### Placed standard cells

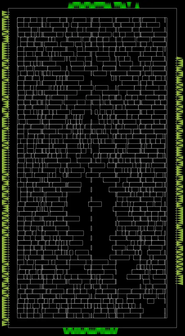
### Logic cells by family

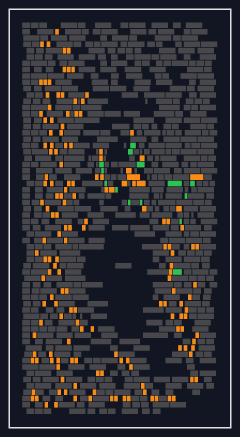
**config.mk**
```make
export PLATFORM = sky130hd
export DESIGN_NAME = muldiv_scheduler
export DESIGN_NICKNAME = d
export VERILOG_FILES = /design/src/rtl/muldiv_scheduler.sv
export SDC_FILE = /design/constraint.sdc
export NUM_CORES = 1
export LEC_CHECK = 0
export CAP_MARGIN = 15
export CORE_ASPECT_RATIO = 2
export CORE_MARGIN = 5
export CORE_UTILIZATION = 33
export CTS_CLUSTER_DIAMETER = 50
export DETAILED_ROUTE_END_ITERATION = 8
export PLACE_DENSITY = 0.8
export SYNTH_ARGS = -nofsm -noshare
export SYNTH_HDL_FRONTEND = slang
export SYNTH_SLANG_ARGS = --single-unit
```
**constraint.sdc**
```tcl
create_clock -name clk -period 1.97 [get_ports clk]
set_clock_uncertainty 0.2 [all_clocks]
set_input_delay 0.394 -clock clk [delete_from_list [all_inputs] [get_ports clk]]
set_output_delay 0.394 -clock clk [all_outputs]
set_load 0.1 [all_outputs]
```
**src/rtl/muldiv_scheduler.sv**
```systemverilog
// Round-robin scheduler sharing one multi-cycle arithmetic unit between two requesters,
// with operand capture, start pulse, watchdog abort and a one-cycle response strobe.
module muldiv_scheduler #(
  parameter int WIDTH   = 32,
  parameter int TIMEOUT = 64
) (
  input  logic             clk,
  input  logic             rstn,
  input  logic [1:0]       req_valid,
  output logic [1:0]       req_ready,
  input  logic [7:0]       req_op0,
  input  logic [WIDTH-1:0] req_a0,
  input  logic [WIDTH-1:0] req_b0,
  input  logic [7:0]       req_op1,
  input  logic [WIDTH-1:0] req_a1,
  input  logic [WIDTH-1:0] req_b1,
  output logic             unit_start,
  output logic [7:0]       unit_op,
  output logic [WIDTH-1:0] unit_a,
  output logic [WIDTH-1:0] unit_b,
  output logic             unit_abort,
  input  logic             unit_done,
  input  logic [WIDTH-1:0] unit_result,
  output logic [1:0]       rsp_valid,
  output logic [WIDTH-1:0] rsp_result,
  output logic             rsp_err,
  output logic             busy,
  output logic             owner
);

  localparam int CW = $clog2(TIMEOUT + 1);
  localparam logic [CW-1:0] TIMEOUT_LOAD = CW'(TIMEOUT);

  typedef enum logic [1:0] {IDLE, ISSUE, BUSY, RESP} state_t;

  state_t        state;
  state_t        state_next;
  logic [CW-1:0] count;
  logic          last_grant;
  logic [1:0]    grant;
  logic          fire;
  logic          timed_out;

  // On a tie the requester that did not win last time is granted.
  always_comb begin
    grant = 2'b00;
    if (rstn && state == IDLE) begin
      case (req_valid)
        2'b01:   grant = 2'b01;
        2'b10:   grant = 2'b10;
        2'b11:   grant = last_grant ? 2'b01 : 2'b10;
        default: grant = 2'b00;
      endcase
    end
  end

  assign req_ready = grant;
  assign fire      = |grant;
  assign timed_out = (count == '0);

  always_ff @(posedge clk) begin
    if (!rstn) state <= IDLE;
    else       state <= state_next;
  end

  always_comb begin
    state_next = state;
    case (state)
      IDLE:    if (fire) state_next = ISSUE;
      ISSUE:   state_next = BUSY;
      BUSY:    if (unit_done || timed_out) state_next = RESP;
      RESP:    state_next = IDLE;
      default: state_next = IDLE;
    endcase
  end

  always_comb begin
    unit_start = (state == ISSUE);
    unit_abort = (state == BUSY) && !unit_done && timed_out;
    rsp_valid  = (state == RESP) ? {owner, ~owner} : 2'b00;
    busy       = (state != IDLE);
  end

  // Completion wins over the watchdog when both land in the same BUSY cycle.
  always_ff @(posedge clk) begin
    if (!rstn) begin
      unit_op    <= '0;
      unit_a     <= '0;
      unit_b     <= '0;
      owner      <= 1'b0;
      rsp_result <= '0;
      rsp_err    <= 1'b0;
      count      <= '0;
      last_grant <= 1'b1;
    end else begin
      case (state)
        IDLE: begin
          if (fire) begin
            owner   <= grant[1];
            unit_op <= grant[1] ? req_op1 : req_op0;
            unit_a  <= grant[1] ? req_a1  : req_a0;
            unit_b  <= grant[1] ? req_b1  : req_b0;
          end
        end
        ISSUE: count <= TIMEOUT_LOAD;
        BUSY: begin
          if (unit_done) begin
            rsp_result <= unit_result;
            rsp_err    <= 1'b0;
          end else if (timed_out) begin
            rsp_result <= '0;
            rsp_err    <= 1'b1;
          end else begin
            count <= count - CW'(1);
          end
        end
        RESP: last_grant <= owner;
        default: ;
      endcase
    end
  end

endmodule

```
==> Slide: Implementation Results <==
Physical Implementation Snapshot

Pwr
  • Cell Pwr Density: 1410 nW/um^2
  • Sequential cell power: 3.34 mW
  • Switching Power: 6.34 mW
  • Seq pwr share: 23.5%
  • Sw Ratio: 44.5%

Placement
  • I/O Buffers: 293
  • Placed insts: 953
  • Worst slack, placed: -186 ps

Logic synthesis
  • Yosys reg bits: 116
  • Post-synth top area cell: dfxtp_1
  • Number of library cell types mapped by synthesis: 36

Final timing
  • Measured slew at the worst slew-check pin: 518 ps
  • Setup violations, final: 4
  • Setup TNS: -540 ps
  • Final Slew Violations: 0
  • Final worst slack: -201 ps
  • Hold slack: 247 ps
  • Fmax: 461 MHz

Clock tree
  • Postcts setup bufs: 9
  • Late-Pin Clk Latency: 400 ps

Critical path
  • Setup crit start: count[2]$_SDFFE_PN0P_
  • Slowest cell on crit path: dfxtp_2
  • Buf/Inv on CP: 1
  • Slowest stage delay, CP: 340 ps
  • Worst Path Arrival: 1580 ps

Job
  • Maxcap violations: 0
  • Tool Warnings: 34

Cells and area
  • Largest registers: rsp_result: 32 flops, unit_a: 32 flops, unit_b: 32 flops
  • Flops: 116
  • Nets: 987
  • Top class by area: buffers
  • Clock network area share: 5.86%
  • Top Layout Cells: clkdlybuf4s50_1 (178), buf_12 (121), dfxtp_1 (110), o21ai_0 (75), a21oi_1 (75)

Outcome
  • Failing checks: setup timing
  • Status: finished, violations left

Die
  • Well Taps: 192
  • Core Area: 14200 sq um

Global route
  • Layer with the highest usage: met2
  • Pin count of the biggest net entering global routing: 55

Hold path
  • Hold path depth: 4
Back to the opening pictures, 'Placed standard cells':
fin util: 71.1%
Rows: 62
Layout Cells excl Fill: 1004

Back to the opening pictures, 'Logic cells by family':
family	color	cells
aoi and oai cells	orange	161
nand cells	green	14
most frequent logic cell in the layout: clkdlybuf4s50_1
multi-input gate share of total cell area: 22.8%

Power is estimated from default activity; no workload was simulated.
